### src/rtl/vga_console_pkg.sv
// Shared definitions for the VGA text console controller.
// Contents:
//   CON_COLS / CON_ROWS / CON_BLANK : default screen geometry and fill character
//   CODE_*                          : control bytes interpreted by the console
//   state_t                         : controller FSM state encoding
//   is_printable()                  : true for the printable ASCII range 0x20..0x7E
package vga_console_pkg;

  localparam int         CON_COLS  = 70;
  localparam int         CON_ROWS  = 30;
  localparam logic [7:0] CON_BLANK = 8'h20;

  localparam logic [7:0] CODE_BS = 8'h08;
  localparam logic [7:0] CODE_LF = 8'h0A;
  localparam logic [7:0] CODE_FF = 8'h0C;
  localparam logic [7:0] CODE_CR = 8'h0D;

  localparam logic [7:0] PRINT_LO = 8'h20;
  localparam logic [7:0] PRINT_HI = 8'h7E;

  typedef enum logic [2:0] {
    IDLE,
    PUT,
    SCROLL_RD,
    SCROLL_WR,
    SCROLL_BLANK,
    CLEAR
  } state_t;

  function automatic logic is_printable(input logic [7:0] b);
    return (b >= PRINT_LO) && (b <= PRINT_HI);
  endfunction

endpackage

### src/rtl/vga_console_ctrl.sv
// VGA text console controller.
// Accepts ASCII command bytes and maintains a COLS x ROWS character RAM
// (cell address = row*COLS + col) plus a text cursor. Printable bytes are
// written at the cursor, control codes move the cursor, a newline or wrap on
// the last row scrolls the whole screen up by one row, and form feed clears it.
// Ports:
//   vga_clk, rst                 : clock (rising edge), async active-high reset
//   cmd_valid/cmd_ready/cmd_data : command byte handshake
//   ram_wren/ram_waddr/ram_wdata : registered character RAM write port
//   ram_raddr/ram_rdata          : character RAM read port (1-cycle read latency)
//   cursor_col/cursor_row        : current cursor position
//   busy                         : high while a scroll or clear is running
module vga_console_ctrl
  import vga_console_pkg::*;
#(
  parameter int         COLS  = CON_COLS,
  parameter int         ROWS  = CON_ROWS,
  parameter logic [7:0] BLANK = CON_BLANK
) (
  input  logic        vga_clk,
  input  logic        rst,
  input  logic        cmd_valid,
  output logic        cmd_ready,
  input  logic [7:0]  cmd_data,
  output logic        ram_wren,
  output logic [11:0] ram_waddr,
  output logic [7:0]  ram_wdata,
  output logic [11:0] ram_raddr,
  input  logic [7:0]  ram_rdata,
  output logic [6:0]  cursor_col,
  output logic [4:0]  cursor_row,
  output logic        busy
);

  localparam logic [6:0]  LAST_COL   = 7'(COLS - 1);
  localparam logic [4:0]  LAST_ROW   = 5'(ROWS - 1);
  localparam logic [11:0] COLS_A     = 12'(COLS);
  localparam logic [11:0] SHIFT_LAST = 12'((ROWS - 1) * COLS - 1);
  localparam logic [11:0] TOTAL      = 12'(COLS * ROWS);

  state_t      state;
  logic        started;
  logic        scroll_pending;
  logic [11:0] seq;
  logic [11:0] cur_addr;

  // The state register already sits in IDLE during reset, so a separate flag
  // keeps cmd_ready low until the first clock edge after reset is released.
  assign cmd_ready = started && (state == IDLE);
  assign busy      = (state == SCROLL_RD) || (state == SCROLL_WR) ||
                     (state == SCROLL_BLANK) || (state == CLEAR);
  assign cur_addr  = 12'(int'(cursor_row) * COLS + int'(cursor_col));

  // Single FSM. Write strobes are registered, so a write decided on an edge
  // is visible on the RAM port during the following cycle. In a scroll the
  // read address is set on the edge entering SCROLL_RD, the RAM returns the
  // data during SCROLL_WR, and the edge leaving SCROLL_WR registers the copy
  // write; the last copy strobe therefore shows during the first
  // SCROLL_BLANK cycle and the last blank strobe during the final one.
  always_ff @(posedge vga_clk or posedge rst) begin
    if (rst) begin
      state          <= IDLE;
      started        <= 1'b0;
      scroll_pending <= 1'b0;
      seq            <= '0;
      cursor_col     <= '0;
      cursor_row     <= '0;
      ram_wren       <= 1'b0;
      ram_waddr      <= '0;
      ram_wdata      <= '0;
      ram_raddr      <= '0;
    end else begin
      started <= 1'b1;
      case (state)
        IDLE: begin
          ram_wren <= 1'b0;
          if (cmd_valid && cmd_ready) begin
            if (is_printable(cmd_data)) begin
              ram_wren  <= 1'b1;
              ram_waddr <= cur_addr;
              ram_wdata <= cmd_data;
              state     <= PUT;
              if (cursor_col == LAST_COL) begin
                cursor_col <= '0;
                // On the bottom row the character is written first and the
                // scroll is started from PUT afterwards.
                if (cursor_row == LAST_ROW) begin
                  scroll_pending <= 1'b1;
                end else begin
                  cursor_row <= cursor_row + 5'd1;
                end
              end else begin
                cursor_col <= cursor_col + 7'd1;
              end
            end else begin
              case (cmd_data)
                CODE_LF: begin
                  cursor_col <= '0;
                  if (cursor_row == LAST_ROW) begin
                    seq       <= '0;
                    ram_raddr <= COLS_A;
                    state     <= SCROLL_RD;
                  end else begin
                    cursor_row <= cursor_row + 5'd1;
                  end
                end
                CODE_CR: begin
                  cursor_col <= '0;
                end
                CODE_BS: begin
                  if (cursor_col != 7'd0) begin
                    cursor_col <= cursor_col - 7'd1;
                    ram_wren   <= 1'b1;
                    ram_waddr  <= cur_addr - 12'd1;
                    ram_wdata  <= BLANK;
                    state      <= PUT;
                  end
                end
                CODE_FF: begin
                  ram_wren  <= 1'b1;
                  ram_waddr <= '0;
                  ram_wdata <= BLANK;
                  seq       <= 12'd1;
                  state     <= CLEAR;
                end
                default: begin
                end
              endcase
            end
          end
        end

        PUT: begin
          ram_wren <= 1'b0;
          if (scroll_pending) begin
            scroll_pending <= 1'b0;
            seq            <= '0;
            ram_raddr      <= COLS_A;
            state          <= SCROLL_RD;
          end else begin
            state <= IDLE;
          end
        end

        SCROLL_RD: begin
          ram_wren <= 1'b0;
          state    <= SCROLL_WR;
        end

        SCROLL_WR: begin
          ram_wren  <= 1'b1;
          ram_waddr <= seq;
          ram_wdata <= ram_rdata;
          seq       <= seq + 12'd1;
          if (seq == SHIFT_LAST) begin
            state <= SCROLL_BLANK;
          end else begin
            ram_raddr <= seq + COLS_A + 12'd1;
            state     <= SCROLL_RD;
          end
        end

        SCROLL_BLANK: begin
          if (seq == TOTAL) begin
            ram_wren <= 1'b0;
            state    <= IDLE;
          end else begin
            ram_wren  <= 1'b1;
            ram_waddr <= seq;
            ram_wdata <= BLANK;
            seq       <= seq + 12'd1;
          end
        end

        CLEAR: begin
          if (seq == TOTAL) begin
            ram_wren   <= 1'b0;
            cursor_col <= '0;
            cursor_row <= '0;
            state      <= IDLE;
          end else begin
            ram_wren  <= 1'b1;
            ram_waddr <= seq;
            ram_wdata <= BLANK;
            seq       <= seq + 12'd1;
          end
        end

        default: begin
          ram_wren <= 1'b0;
          state    <= IDLE;
        end
      endcase
    end
  end

endmodule

### config.mk
export PLATFORM = sky130hd
export DESIGN_NAME = vga_console_ctrl
export DESIGN_NICKNAME = d
export VERILOG_FILES = /design/src/rtl/vga_console_pkg.sv /design/src/rtl/vga_console_ctrl.sv
export SDC_FILE = /design/constraint.sdc
export NUM_CORES = 1
export LEC_CHECK = 0
export ABC_CLOCK_PERIOD_IN_PS = 5100
export CORE_MARGIN = 10
export CORE_UTILIZATION = 56
export DETAILED_ROUTE_END_ITERATION = 10
export GPL_TIMING_DRIVEN = 1
export PLACE_DENSITY = 0.82
export RECOVER_POWER = 25
export SLEW_MARGIN = 10
export SYNTH_ARGS = -nofsm -noshare
export SYNTH_HDL_FRONTEND = slang
export SYNTH_SLANG_ARGS = --single-unit
### constraint.sdc
create_clock -name vga_clk -period 5.1 [get_ports vga_clk]
set_input_delay 1.275 -clock vga_clk [delete_from_list [all_inputs] [get_ports vga_clk]]
set_output_delay 1.275 -clock vga_clk [all_outputs]
set_load 0.1 [all_outputs]
M3 wires:
Drawn at 3 px/um. Cells faint in the background.
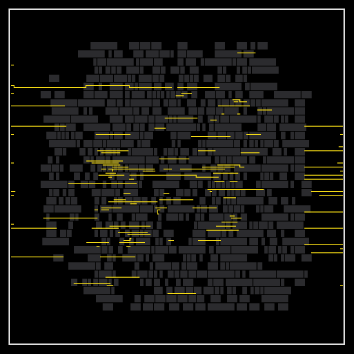
The longest straight run is 23.9 um. The layer holds 6.4% of the routed length. The layer carries 803 um of wire. The wires run mostly horizontal.
M3 GR Usage: 3.896%
detailed-route wire length: 12.60 mm
routed via count: 4396

Routed clock nets over the placement:
Drawn at 4 px/um.
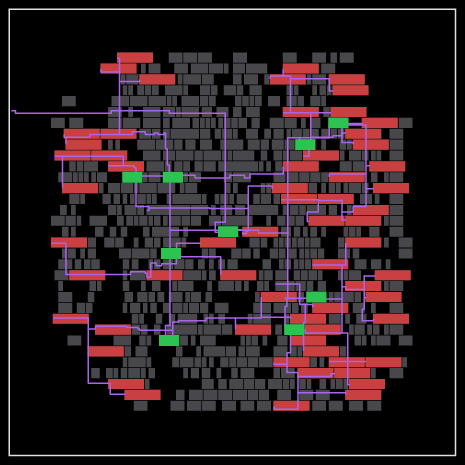
Purple marks clock wires, length 960 um. Green marks cells driving clock nets, count 9. Red marks flip-flops, count 62.
Position of the flops: widely spread. There are 10 routed clock nets.
clk_lat worst skew: 0.35 ns

Wires at chosen ports, followed through buffers:
Drawn at 4 px/um.
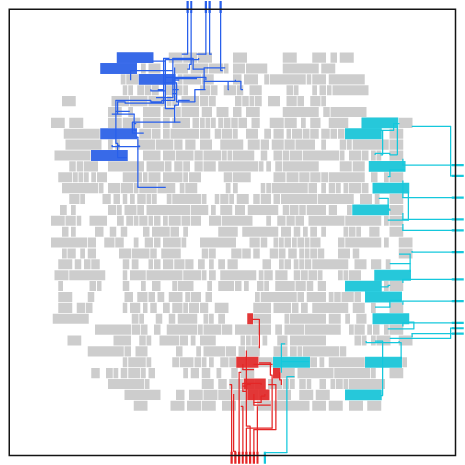
Blue marks `cursor_row`, bits 5, direction output, edge top, end cells 5, buffers 5, wire 337 um. Cyan marks `ram_raddr`, bits 12, direction output, edge 11 right, 1 bottom, end cells 12, buffers 12, wire 316 um. Red marks `ram_rdata`, bits 8, direction input, edge bottom, end cells 8, buffers 8, wire 204 um.

Placed cells, one color a class:
Drawn at 2 px/um.
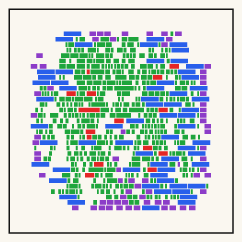
Red marks clock drivers and dummy loads, cells 15. Blue marks flip-flops, cells 62. Green marks all other logic, cells 472. Purple marks other buffers and delay cells, cells 69.

Clock routing:
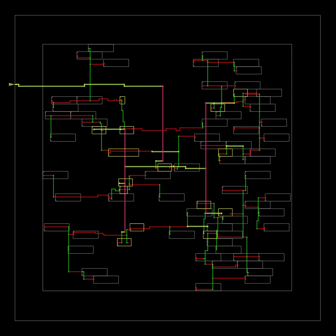
CTS Buf Count: 9
# clk buffers: 12

[worst min-delay path, stage by stage, from the launching register on]
cell     delay [ns]
dfrtp_1        0.34
nand2_1        0.04
o21ai_0        0.06
[area by class of cell]
type                       instances  area, um2
multi-input combinational        446       2873
fill                             655       2596
timing repair buffer              69      676.9
clock buffer                      12      165.2
inverter                          26      97.59
tap                              105      131.4
clock inverter                     3      42.54
sequential                        62       1551
[layer usage]
layer	vias up	global-route usage (%)	routed length [um]
met5	-	0	0
met4	0	6.170	221
met3	24	3.896	803
met2	179	32.98	6098
met1	2070	26.23	5477
li1	2123	-	-
[flip-flops by register name, summed over array words and instances, names as in the netlist]
| signal | cells |
|---|---|
| cursor_row | 5 |
| ram_raddr | 12 |
| state | 3 |
| ram_waddr | 12 |
| cursor_col | 7 |
| scroll_pending | 1 |
| seq | 12 |
| ram_wren | 1 |
| started | 1 |
| ram_wdata | 8 |
[layout by cell type, fill, tap and decap left out, drive strengths merged, types with 6 or more instances in the layout]
cell type      netlist  routed
xnor2               18      18
nand2               57      57
dfrtp               62      62
clkbuf              22      13
and2                 8       8
a22oi               14      14
nand4               12      12
inv                 26      26
nand2b               6       6
nand3               25      25
nor2                68      68
a21oi               37      37
clkdlybuf4s50        0      64
nor3                12      12
o31ai               14      14
nor4                 9       9
xor2                14      14
o21ai               51      51
ha                  31      31
[per-stage QoR]
step	utilization, %	area (um2)
finish	68.08	5538
global route	68.08	5538
CTS	68.13	5542
detailed placement	65.57	5334
global placement	65.57	5334
floorplan	-	4656
[kinds of logic after synthesis]
group	share of synthesized area [%]
AOI/OAI and AO/OA	21.96
xor gates and xnor gates	6.181
adders and majority gates	9.191
buffers and inverters	4.972
DFF	33.32
muxes	1.559
other	0.08055
and+or+nand+nor	22.74
==> results.sh <==
# source this file to load flow results
export IMPL_post_cts_setup_buffer_count=0
export IMPL_dr_pass1_iters=8
export IMPL_final_max_slew_viol_count=32
export IMPL_place_gp_congestion=0.9108
export IMPL_synth_dominant_cell_count="nor2_1"
export IMPL_die_h_um=111.2
export IMPL_violations="capacitance limit, slew limit"
export IMPL_ys_area_mm2=0.004656
export IMPL_synth_distinct_cells=61
export IMPL_cp_endpoint="cmd_ready"
export IMPL_maxCapViolations=1
export IMPL_tns_ns=0
export IMPL_track_usage_pct=20.20
export IMPL_path_depth=3
export IMPL_postCtsHoldBufs=0
export IMPL_setup_ws_ns=0.9015
export IMPL_critPathKind="reg2out"
export IMPL_status="finished, violations left"
